$ cat src/rtl/mode_register.sv
// mode_register: multi-function register (load/hold/inc/dec/shift/clear) with carry and zero flag.
// Optional macro REG_SATURATE_EN makes INC/DEC saturate instead of wrapping.
`default_nettype none

module mode_register #(
   parameter int unsigned          WIDTH       = 16,
   parameter int unsigned          STEP        = 1,
   parameter logic [WIDTH-1:0]     RESET_VALUE = '0
) (
   input  logic             clock,
   input  logic             reg_reset,
   input  logic [WIDTH-1:0] reg_in,
   input  logic             reg_wr,
   input  logic [2:0]       reg_op,
   input  logic             reg_sin,
   output logic [WIDTH-1:0] reg_out,
   output logic             reg_carry,
   output logic             reg_zero
);

   localparam logic [2:0] OP_HOLD  = 3'b000;
   localparam logic [2:0] OP_LOAD  = 3'b001;
   localparam logic [2:0] OP_INC   = 3'b010;
   localparam logic [2:0] OP_DEC   = 3'b011;
   localparam logic [2:0] OP_SHL   = 3'b100;
   localparam logic [2:0] OP_SHR   = 3'b101;
   localparam logic [2:0] OP_CLEAR = 3'b110;

   localparam logic [WIDTH-1:0] STEP_W = WIDTH'(STEP);

   logic [WIDTH:0]   inc_sum;
   logic [WIDTH:0]   dec_diff;
   logic [WIDTH-1:0] next_out;
   logic             next_carry;

   // One extra bit captures carry on INC and borrow on DEC.
   assign inc_sum  = {1'b0, reg_out} + {1'b0, STEP_W};
   assign dec_diff = {1'b0, reg_out} - {1'b0, STEP_W};

   always_comb begin
      next_out   = reg_out;
      next_carry = reg_carry;
      case (reg_op)
         OP_HOLD: begin
            next_out   = reg_out;
            next_carry = reg_carry;
         end
         OP_LOAD: begin
            next_out   = reg_in;
            next_carry = 1'b0;
         end
         OP_INC: begin
`ifdef REG_SATURATE_EN
            next_out   = inc_sum[WIDTH] ? {WIDTH{1'b1}} : inc_sum[WIDTH-1:0];
            next_carry = inc_sum[WIDTH];
`else
            next_out   = inc_sum[WIDTH-1:0];
            next_carry = inc_sum[WIDTH];
`endif
         end
         OP_DEC: begin
`ifdef REG_SATURATE_EN
            next_out   = dec_diff[WIDTH] ? {WIDTH{1'b0}} : dec_diff[WIDTH-1:0];
            next_carry = dec_diff[WIDTH];
`else
            next_out   = dec_diff[WIDTH-1:0];
            next_carry = dec_diff[WIDTH];
`endif
         end
         OP_SHL: begin
            next_out   = {reg_out[WIDTH-2:0], reg_sin};
            next_carry = reg_out[WIDTH-1];
         end
         OP_SHR: begin
            next_out   = {reg_sin, reg_out[WIDTH-1:1]};
            next_carry = reg_out[0];
         end
         OP_CLEAR: begin
            next_out   = '0;
            next_carry = 1'b0;
         end
         default: begin
            next_out   = reg_out;
            next_carry = reg_carry;
         end
      endcase
   end

   always_ff @(posedge clock) begin
      if (reg_reset) begin
         reg_out   <= RESET_VALUE;
         reg_carry <= 1'b0;
      end else if (reg_wr) begin
         reg_out   <= reg_in;
         reg_carry <= 1'b0;
      end else begin
         reg_out   <= next_out;
         reg_carry <= next_carry;
      end
   end

   assign reg_zero = (reg_out == '0);

endmodule

`default_nettype wire

$ cat config.mk
export PLATFORM = sky130hd
export DESIGN_NAME = mode_register
export DESIGN_NICKNAME = d
export VERILOG_FILES = /design/src/rtl/mode_register.sv
export SDC_FILE = /design/constraint.sdc
export NUM_CORES = 1
export LEC_CHECK = 0
export ABC_AREA = 1
export CAP_MARGIN = 10
export CORE_MARGIN = 2
export CORE_UTILIZATION = 55
export CTS_BUF_LIST = sky130_fd_sc_hd__clkbuf_8
export CTS_CLUSTER_DIAMETER = 80
export CTS_CLUSTER_SIZE = 12
export DETAILED_ROUTE_END_ITERATION = 16
export GPL_TIMING_DRIVEN = 0
export PLACE_DENSITY = 0.88
export SYNTH_ARGS = -nofsm -noshare
export SYNTH_HDL_FRONTEND = slang
export SYNTH_SLANG_ARGS = --single-unit
$ cat constraint.sdc
create_clock -name clock -period 3.6 [get_ports clock]
set_clock_uncertainty 0.15 [all_clocks]
set_input_delay 0.72 -clock clock [delete_from_list [all_inputs] [get_ports clock]]
set_output_delay 0.72 -clock clock [all_outputs]
set_load 0.05 [all_outputs]
==> Slide: Implementation Results, run 1 <==
Flow Results at a Glance

Status
  – Outcome: complete, no violations

Final timing
  – Final Hold Violation Tally: 0
  – Setup TNS: 0 ps
  – RSZ-0062 raised after global routing: false
  – Final Max Slew Viols: 0
  – Hold WS: 358 ps
  – FMAX: between 0.2 and 0.3 GHz
  – Tmin final: approximately 3300 ps
  – Final setup violation count: 0
  – Final WS setup: around 260 ps
  – Slew at the pin with the worst max-slew slack: ~540 ps

Worst setup path
  – Worst Setup SP: reg_out[0]
  – Worst path bufs/invs: 2
  – R2R Path End: reg_carry
  – Crit. End Element: primary output
  – R2r setup slk: ~1600 ps
  – Max incr delay on CP: 840 ps
  – CP max FO: 7
  – CP delay by family, top: buffers and inverters
  – Critical path, cell by cell: inv_1, ha_1, nand2_1, nor2_4, nand2_2, nor3_2, clkdlybuf4s50_1
  – Path depth of the worst reg2reg path: 9
  – Critical path depth: 7
  – Arrival @ worst endpoint: 2470 ps
  – Critical path capture point: reg_zero
  – Setup crit start kind: register

Floorplanning
  – Pre-placement core utilization: 58.4%
  – # rows: 21
  – Tapcells: 46
  – Die ar.: 4090 sq um
  – Die W: 64.0 um
  – # IOs: 41

GRT
  – M2 GR Usage: 52.7%
  – Global-route wire length before repair: 10.8 mm
  – Met1 usage: a little under half
  – Top Usage Layer GRT: met2

Routing
  – Post-DRT Antenna Nets: 0
  – DR iter-0 viols: 355
  – Vias per inst: 5.75
  – Vias: 2649
  – DR pass1 iterations: 7
  – Routed Wire Length: 6.53 mm
  – Wire length on met1: 2.82 mm
  – WL met3: 737 um
  – WL met2: 2.84 mm

Final layout
  – Signal buffers share of area: 20.4%
  – Sequential Area: 340 sq um
  – Area delta synth->final: 25.4%
  – Nonclk buf count: between 50 and 60
  – Most frequent cells in the layout: nand2_1, nand3_1, inv_1
  – Comb area: ~1300 sq um
  – Antenna cell count: 0
  – Logic share of the area: between 50% and 60%
  – Flop count: 17
  – Combinational Gates: 287
  – Fin nets: approximately 440
  – Non-Filler Instances: 461
  – Layout cells sized above 1: 8.19%
  – Largest class: multi-input combinational cells

Placement
  – Dpl hpwl: 4.96 mm
  – # placed instances: around 460
  – Worst slack at placement: 647 ps
  – GP Congestion: 0.971

CTS
  – CTS clk-pin slew, worst paths: roughly 70 ps
  – Post_cts resized: 0
  – Clk root buf: clkbuf_8
  – TritonCTS clock tree: built
  – Latency at later pin: 260 ps
  – Clk buf depth: 2
  – CTS buffer count: 3
  – Post-CTS setup buffers: 0
  – H-Tree Depth: 1
  – # clock sinks: 17
  – Number of buffers inserted by hold repair at cts: 0

Hold path
  – Hold EP: reg_carry
  – Worst Hold Launch: reg_carry
  – Hold path depth: 2

Pwr
  – Cell Pwr Density: 297 nW/um^2
  – Leak pwr: 1.12 nW
  – Seq pwr: 0.227 mW
  – Final Power: 0.738 mW
  – Pint: slightly above 0.4 mW
  – IR drop worst, VDD: 0.177 mV
  – Clock share of power: 20.5%
  – Sw Share: 45.2%
  – Combinational power share: around half
  – Comb. pwr: 0.359 mW
  – Pwr top: combinational logic
  – P_clk: 0.151 mW

Logic synthesis
  – Cells in synth_stat.txt: 371
  – Adder Share, Synth: under 10%
  – Yosys cell types: 28
  – Chip Area, Yosys: just under 2000 sq um
  – Mux share: 0%
  – Mean post-synth cell area: 5.33 sq um
  – Aoi share: 20.9%
  – Synthesized cell area: 1980 sq um
  – Register area share after synthesis: about 17%
  – Synth Warn #: 0
  – Top logic family: simple AND/OR/NAND/NOR gates
  – Yosys reg bits: 17
  – Cells after Synth: 371

Job
  – Tool warnings: 27
[run 1: synthesized netlist by cell type, drive strengths merged]
| library cell | count | share of area, % |
|---|---|---|
| dfxtp | 17 | 17 |
| or2 | 4 | 1.3 |
| o22ai | 15 | 4.7 |
| buf | 16 | 5.1 |
| inv | 50 | 9.5 |
| nand2 | 90 | 17 |
| nor2 | 50 | 10 |
| nor3 | 2 | 0.76 |
| o21ai | 38 | 9.8 |
| a21oi | 23 | 6.0 |
| clkbuf | 1 | 0.19 |
| a31oi | 1 | 0.32 |
| nand3 | 59 | 15 |
| ha | 2 | 1.3 |
| nand4 | 3 | 0.95 |
[run 1: sequential cells by signal, indices dropped and copies added, names as in the netlist]
register	cells
reg_out	16
reg_carry	1
**Run 1: placed standard cells**

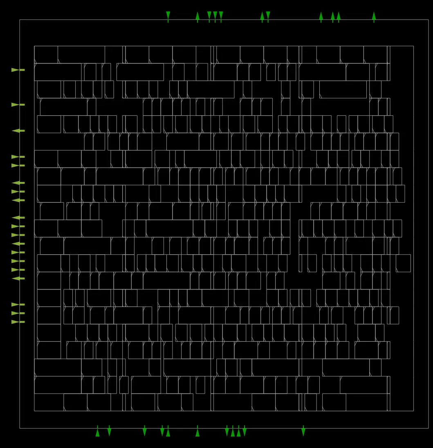
sequential share of cell area: 13.7%
fillcell total: 291

**Run 1: pin placement**

(8 px per um) Pins as bars across the die edge, other pins in grey.
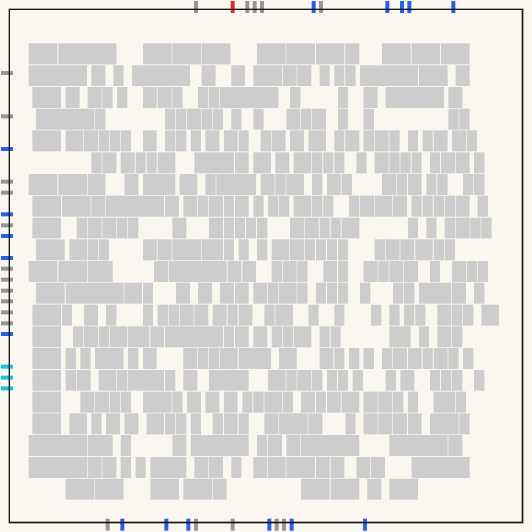
legend:
  reg_zero:
    colour: red
    pins: 1
    direction: output
    edge: top
  reg_out:
    colour: blue
    pins: 16
    direction: output
    edge: 6 bottom, 5 left, 5 top
  reg_op:
    colour: cyan
    pins: 3
    direction: input
    edge: left
all pins by edge: 19 left, 11 top, 11 bottom

**Run 1: logic cells by family**

(8 px per um)
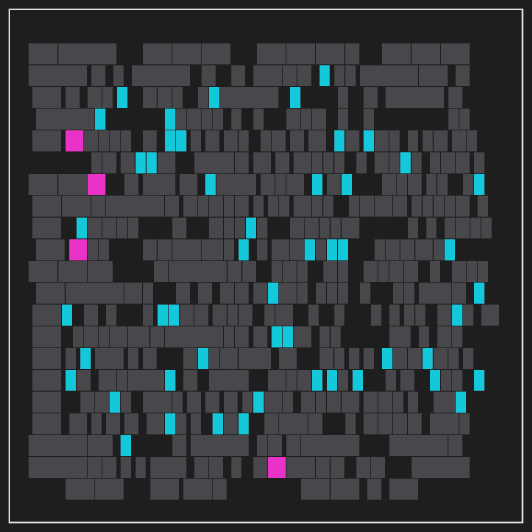
legend:
  AND and OR gates:
    colour: magenta
    cells: 4
  inverters:
    colour: cyan
    cells: 50

**Run 1: cell sizes after repair**

(8 px per um)
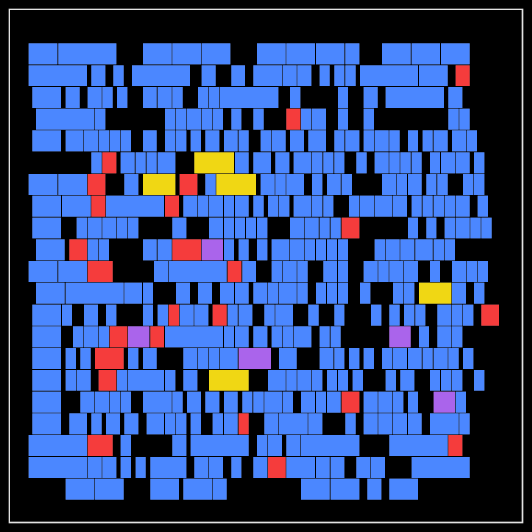

==> run 2, diff against run 1 <==
Settings changed: CORE_UTILIZATION 55 to 53, PLACE_DENSITY 0.88 to 0.85.
Clock period 3.6 ns to 3.1 ns, I/O delays scaled along.
**Run 2: cell sizes after repair**

(8 px per um)
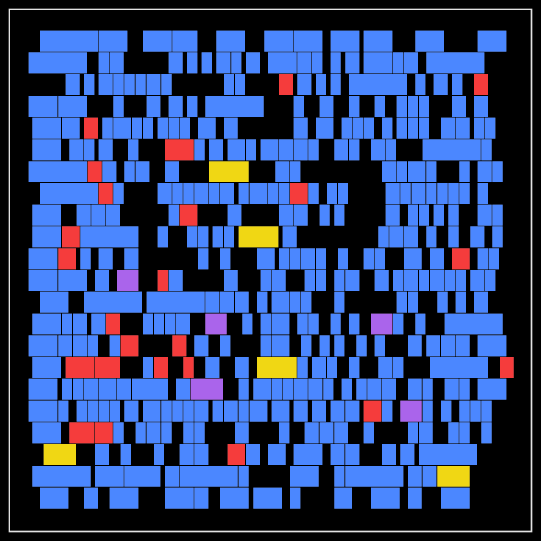
legend:
  _6 and larger:
    colour: yellow
    cells: 5
    most_used: clkbuf_8
  _0 and _1 cells:
    colour: blue
    cells: 381
    most_used: nand2_1
  _2 cells:
    colour: red
    cells: 24
    most_used: buf_2
  _3 and _4 cells:
    colour: purple
    cells: 5
    most_used: buf_4

==> run 2 against run 1 <==
Effect of this change:
- first-iteration DRC count is 16% lower
- synthesized cell count stayed put
- cell area hardly changed
- non-clock buffer count stayed put
- critical path type unchanged
- core utilization is 4.9 points lower
- die size is 3.5% higher
- highest routed layer unchanged
==> Slide: Implementation Results, run 2 <==
Flow Results at a Glance

CTS
  – CTS clk-pin slew, worst paths: 80 ps (about the same)
  – TritonCTS clock tree: built
  – Latency at later pin: 260 ps (about the same)
  – # clock sinks: 17 (unchanged)
  – H-Tree Depth: 1 (unchanged)

Final layout
  – Antenna cell count: 0 (unchanged)
  – Largest class: multi-input combinational cells
  – Logic share of the area: 54.2% (about the same)
  – Layout cells sized above 1: 8.19% (unchanged)
  – Non-Filler Instances: 463 (+0.43%)
  – Top Registers: reg_out (16), reg_carry (1)
  – Flop count: 17 (unchanged)
  – Area delta synth->final: 25.5% (about the same)
  – Signal buffers share of area: 20.3% (-0.061 points)
  – Sequential share of cell area: 13.7% (about the same)
  – Most flops, register: reg_out
  – Sequential Area: 340 sq um (unchanged)
  – Nonclk buf count: 57 (unchanged)
  – Fillcell total: 386 (+33%)
  – Fin nets: 441 (unchanged)

Floorplanning
  – # IOs: 41 (unchanged)
  – # rows: 22 (+4.8%)
  – Pre-placement core utilization: 54.4% (-3.9 points)

Routing
  – Vias per inst: 5.58 (-2.8%)
  – Post-DRT Antenna Nets: 0 (unchanged)
  – DR pass1 iterations: 5 (-2)
  – DR iter-0 viols: 298 (-16%)
  – Routed Wire Length: 6.71 mm (+2.6%)

Worst setup path
  – Max incr delay on CP: 550 ps (-290 ps)
  – Arrival @ worst endpoint: 2100 ps (-370 ps)
  – R2r setup slk: 1200 ps (-430 ps)
  – CP delay by family, top: buffers and inverters
  – CP max FO: 7 (unchanged)
  – Crit. End Element: primary output

Logic synthesis
  – Register area share after synthesis: 17.2% (unchanged)
  – Aoi share: 20.9% (unchanged)
  – Adder Share, Synth: 1.27% (unchanged)
  – Mux share: 0% (unchanged)
  – Max-area cell share: 17.2% (unchanged)
  – Commonest flop: dfxtp_1
  – Top logic family: simple AND/OR/NAND/NOR gates
  – Post-synth ARST share: 0% (unchanged)
  – Mean post-synth cell area: 5.33 sq um (unchanged)
  – Synthesized cell area: 1980 sq um (unchanged)
  – Count of library flops with an enable pin: 0 (unchanged)
  – Yosys reg bits: 17 (unchanged)
  – Most instantiated cells after synthesis: nand2_1, nand3_1, inv_1
  – Cells after Synth: 371 (unchanged)

GRT
  – M2 GR Usage: 55.4% (+2.7 points)

Final timing
  – Final Hold Violation Tally: 0 (unchanged)
  – Slew at the pin with the worst max-slew slack: 511 ps (-26.3 ps)
  – FMAX: between 0.3 and 0.4 GHz

Placement
  – Dpl hpwl: 5.22 mm (+5.3%)
  – # placed instances: 459 (+0.44%)
  – GP Congestion: 0.985 (+1.5%)

Status
  – Outcome: complete, no violations

Pwr
  – P_clk: 0.179 mW (+19%)
  – Final Power: 0.860 mW (+17%)
  – Pint: 0.469 mW (+16%)
  – Clock share of power: 20.9% (+0.4 points)
  – Comb. pwr: 0.417 mW (+16%)
## run 2: cell counts after synthesis
No cell type changed its count.
## run 2: per-layer routing
metal	share of wire [%]	vias up
li1	-	1305
met1	44	1126
met2	44	140
met3	9.9	14
met4	1.7	0
met5	0	-
## run 2: what timing repair did
item | CTS | global route
endpoints found under the setup margin | 1 | 0
buffers inserted | 0 | 0
gates resized | 1 | 0
## run 2: worst paths after layout
| kind | startpoint | end | depth (start not counted) |
|---|---|---|---|
| hold reg to reg | reg_carry | reg_carry | 2 |
| setup reg to reg | reg_out[0] | reg_carry | 9 |
| hold / removal | reg_carry | reg_carry | 2 |
| setup / recovery | reg_out[0] | reg_zero | 7 |
Power and IR drop assume default switching activity.
